## src/rtl/int8_pe_pkg.sv

```systemverilog
// int8_pe_pkg: shared widths, INT8 limits and types for the INT8 PE datapath.
// Contents: ACC_W, SCALE_Q defaults, INT8_MIN/INT8_MAX, acc_t, int8_t.
package int8_pe_pkg;

    localparam int ACC_W    = 32;
    localparam int SCALE_Q  = 16;
    localparam int INT8_MIN = -128;
    localparam int INT8_MAX = 127;

    typedef logic signed [ACC_W-1:0] acc_t;
    typedef logic signed [7:0]       int8_t;

endpackage

```

## src/rtl/int8_pe_datapath_sat_int8.sv

```systemverilog
// sat_int8: combinational clamp of a W-bit signed value to [-128, 127].
// Ports: din (W-bit signed) in, dout (8-bit signed) out.
module sat_int8
    import int8_pe_pkg::*;
#(
    parameter int W = 49
) (
    input  logic signed [W-1:0] din,
    output int8_t               dout
);

    localparam logic signed [W-1:0] HI = W'(INT8_MAX);
    localparam logic signed [W-1:0] LO = W'(INT8_MIN);

    always_comb begin
        dout = din[7:0];
        if (din > HI) begin
            dout = 8'(INT8_MAX);
        end else if (din < LO) begin
            dout = 8'(INT8_MIN);
        end
    end

endmodule

```

## src/rtl/int8_pe_datapath.sv

```systemverilog
// int8_pe_datapath: three independent 1-cycle stages - INT8 MAC into ACC_W,
// LeakyReLU (slope 2^-LEAKY_SHIFT), and Q(SCALE_Q) requantize to INT8.
// Ports: clk, rst_n (async, active-low); mac_valid/weight/activation/acc_in ->
// mac_acc_out/mac_done; leaky_valid/x -> leaky_y/leaky_done;
// req_valid/acc/scale -> req_out/req_done.
// Build option: define REQ_ROUND_EN for round-half-up requantize (else floor).
module int8_pe_datapath
    import int8_pe_pkg::*;
#(
    parameter int ACC_W       = int8_pe_pkg::ACC_W,
    parameter int SCALE_Q     = int8_pe_pkg::SCALE_Q,
    parameter int LEAKY_SHIFT = 3
) (
    input  logic             clk,
    input  logic             rst_n,
    input  logic             mac_valid,
    input  logic [7:0]       mac_weight,
    input  logic [7:0]       mac_activation,
    input  logic [ACC_W-1:0] mac_acc_in,
    output logic [ACC_W-1:0] mac_acc_out,
    output logic             mac_done,
    input  logic             leaky_valid,
    input  logic [ACC_W-1:0] leaky_x,
    output logic [ACC_W-1:0] leaky_y,
    output logic             leaky_done,
    input  logic             req_valid,
    input  logic [ACC_W-1:0] req_acc,
    input  logic [15:0]      req_scale,
    output logic [7:0]       req_out,
    output logic             req_done
);

    // Product width: ACC_W signed times 17-bit (zero-extended) scale.
    localparam int PW = ACC_W + 17;

    logic signed [15:0]      prod;
    logic signed [ACC_W-1:0] lx;
    logic signed [ACC_W-1:0] lneg;
    logic signed [PW-1:0]    p;
    logic signed [PW-1:0]    pr;
    logic signed [PW-1:0]    q;
    int8_t                   q_sat;

    assign prod = 16'($signed(mac_weight)) * 16'($signed(mac_activation));

    assign lx   = leaky_x;
    assign lneg = lx >>> LEAKY_SHIFT;

    assign p = PW'($signed(req_acc)) * PW'($signed({1'b0, req_scale}));

`ifdef REQ_ROUND_EN
    localparam logic signed [PW-1:0] HALF = PW'(1) <<< (SCALE_Q - 1);
    assign pr = p + HALF;
`else
    assign pr = p;
`endif

    assign q = pr >>> SCALE_Q;

    sat_int8 #(
        .W    (PW)
    ) u_sat (
        .din  (q),
        .dout (q_sat)
    );

    always_ff @(posedge clk or negedge rst_n) begin
        if (!rst_n) begin
            mac_acc_out <= '0;
            mac_done    <= 1'b0;
        end else begin
            mac_done <= mac_valid;
            if (mac_valid) begin
                // Sum wraps modulo 2^ACC_W by design.
                mac_acc_out <= mac_acc_in
                             + {{(ACC_W-16){prod[15]}}, prod};
            end
        end
    end

    always_ff @(posedge clk or negedge rst_n) begin
        if (!rst_n) begin
            leaky_y    <= '0;
            leaky_done <= 1'b0;
        end else begin
            leaky_done <= leaky_valid;
            if (leaky_valid) begin
                leaky_y <= lx[ACC_W-1] ? lneg : lx;
            end
        end
    end

    always_ff @(posedge clk or negedge rst_n) begin
        if (!rst_n) begin
            req_out  <= '0;
            req_done <= 1'b0;
        end else begin
            req_done <= req_valid;
            if (req_valid) begin
                req_out <= q_sat;
            end
        end
    end

endmodule

```

## config.mk

```make
export PLATFORM = sky130hd
export DESIGN_NAME = int8_pe_datapath
export DESIGN_NICKNAME = d
export VERILOG_FILES = /design/src/rtl/int8_pe_pkg.sv /design/src/rtl/int8_pe_datapath_sat_int8.sv /design/src/rtl/int8_pe_datapath.sv
export SDC_FILE = /design/constraint.sdc
export NUM_CORES = 2
export LEC_CHECK = 0
export CELL_PAD_IN_SITES_DETAIL_PLACEMENT = 1
export CELL_PAD_IN_SITES_GLOBAL_PLACEMENT = 2
export CORE_UTILIZATION = 30
export CTS_CLUSTER_SIZE = 8
export DETAILED_ROUTE_END_ITERATION = 10
export PLACE_DENSITY_LB_ADDON = 0.1
export SLEW_MARGIN = 20
export SYNTH_ARGS = -nofsm -noshare
export SYNTH_HDL_FRONTEND = slang
export SYNTH_HIERARCHICAL = 1
export SYNTH_SLANG_ARGS = --single-unit
```

## constraint.sdc

```tcl
create_clock -name clk -period 2.35 [get_ports clk]
set_input_delay 0.47 -clock clk [delete_from_list [all_inputs] [get_ports clk]]
set_output_delay 0.47 -clock clk [all_outputs]
set_load 0.1 [all_outputs]
```

==> reports/results.ini <==
[outcome]
violations = negative setup slack
status = finished with violations

[sta]
hold_slack_ns = 0.132
setup_viol = 37
finClkSkew_ns = 0
setup_tns_ns = -128.91
worstMarginPinSlew_ns = 0.772
max_freq_ghz = 0.139
grt_setup_unrepaired = yes
slew_viol_final = 0
worst_slack_ns = -4.83
finalCritPeriodShare_pct = 306
fin_crit_ns = 7.18

[synthesis]
top_area_share_pct = 43.8
synth_cells = 2805
ys_types = 59
synth-seq-area-share_pct = 7.57
edf_count = 0
simple_gate_share_pct = 14.6
synthArstFlopShare_pct = 100
yosysWarnings = 6
synth_area_um2 = 24800
ys_cells = 2805
yosysTopAreaCell = fa_1
fa_ha_area_share_pct = 52.8
synth.area.mux_share_pct = 2.72
synth_flop_count = 75

[worst_setup_path]
worstPathMaxFanout = 7
reg2reg_depth = 3
r2r-end = mac_acc_out[29]
endpoint = req_out[4]
end_kind = register
path_delay_family = adder cells
crit_type = primary input to register
path_depth = 29
reg2reg_setup_slack_ns = 1.29
arrival_ns = 7.40
required_ns = 2.57

[finish]
drive_gt1_share_pct = 33.5
final_cells = 4623
antenna_cells = 0
final_core_util_pct = 44.3
layout_top_cell_excl_fill_tap = inv_1

[drt]
wl_met3_um = 1440
drt-initial-drc-count = 587
first_pass_iters = 4
ant_nets = 0
vias_per_cell = 4.61
drc_errors = 0
highest_layer = met4

[global_routing]
grt_max_degree = 41
grt_pass1_vias = 24600
grt_overflow = 0
grt_pass1_wl_um = 137000
grt-busiest-layer = met2
grt_use_total_pct = 21.0

[floorplan]
core_um2 = 82000
fp_util_pct = 30.2
ios = 208
chipArea_um2 = 83800

[cts]
ctsLongestPathBuffers = 2
tritoncts = done

[worst_hold_path]
hp-class = primary input to asynchronous set/reset pin

[placed_design]
pre_cts_ws_ns = -5.90

final cells by class:
class                      instances  area [um^2]
sequential                        75         1880
fill                            9274        45700
clock inverter                     6         90.1
multi-input combinational       1908        22000
timing repair buffer             833         8040
tap                             1070         1340
inverter                         721         2710
clock buffer                      10          229
timing repair:
action | in CTS | in global routing
resized | 555 | 274
hold endpoints to repair | 0 | 0
hold buffers | 0 | 0
setup endpoints to repair | 38 | 37
pin swaps | 242 | 227
setup buffers | 106 | 54
cloned | 24 | 3
state kept, by name (all words and copies together), names as in the netlist:
signal and flops:
leaky_done 1, leaky_y 32, mac_acc_out 32, mac_done 1, req_done 1, req_out 8
**Metal 1**

Supply wires on this layer in grey.
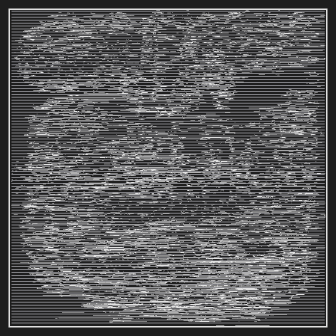
- longest straight run: 76.4 um
- wire length on this layer: 37.1 mm
- main direction: horizontal
- nets with wire on the layer: 4,096
- share of all routed wire: 43%
GRT met1 Usage: 26.5%
routed via count: 21,300

**M2 wires**

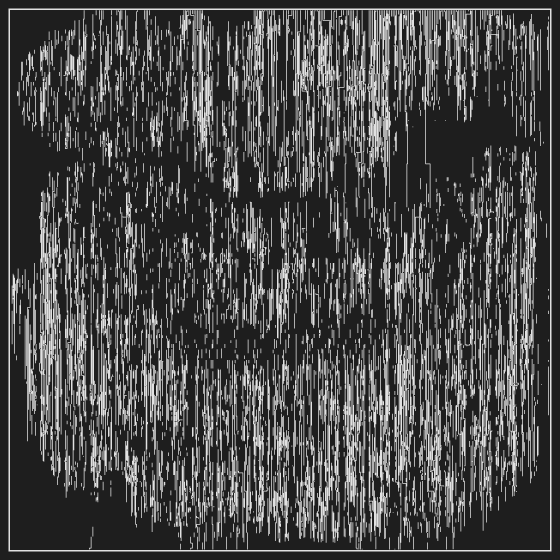
- nets with wire on the layer: 4,051
- longest straight run: 77.9 um
- wire length on this layer: 46.9 mm
- main direction: vertical
- share of all routed wire: 54%
met2 Track Usage GR: 39.9%
Routed WL: 86,900 um

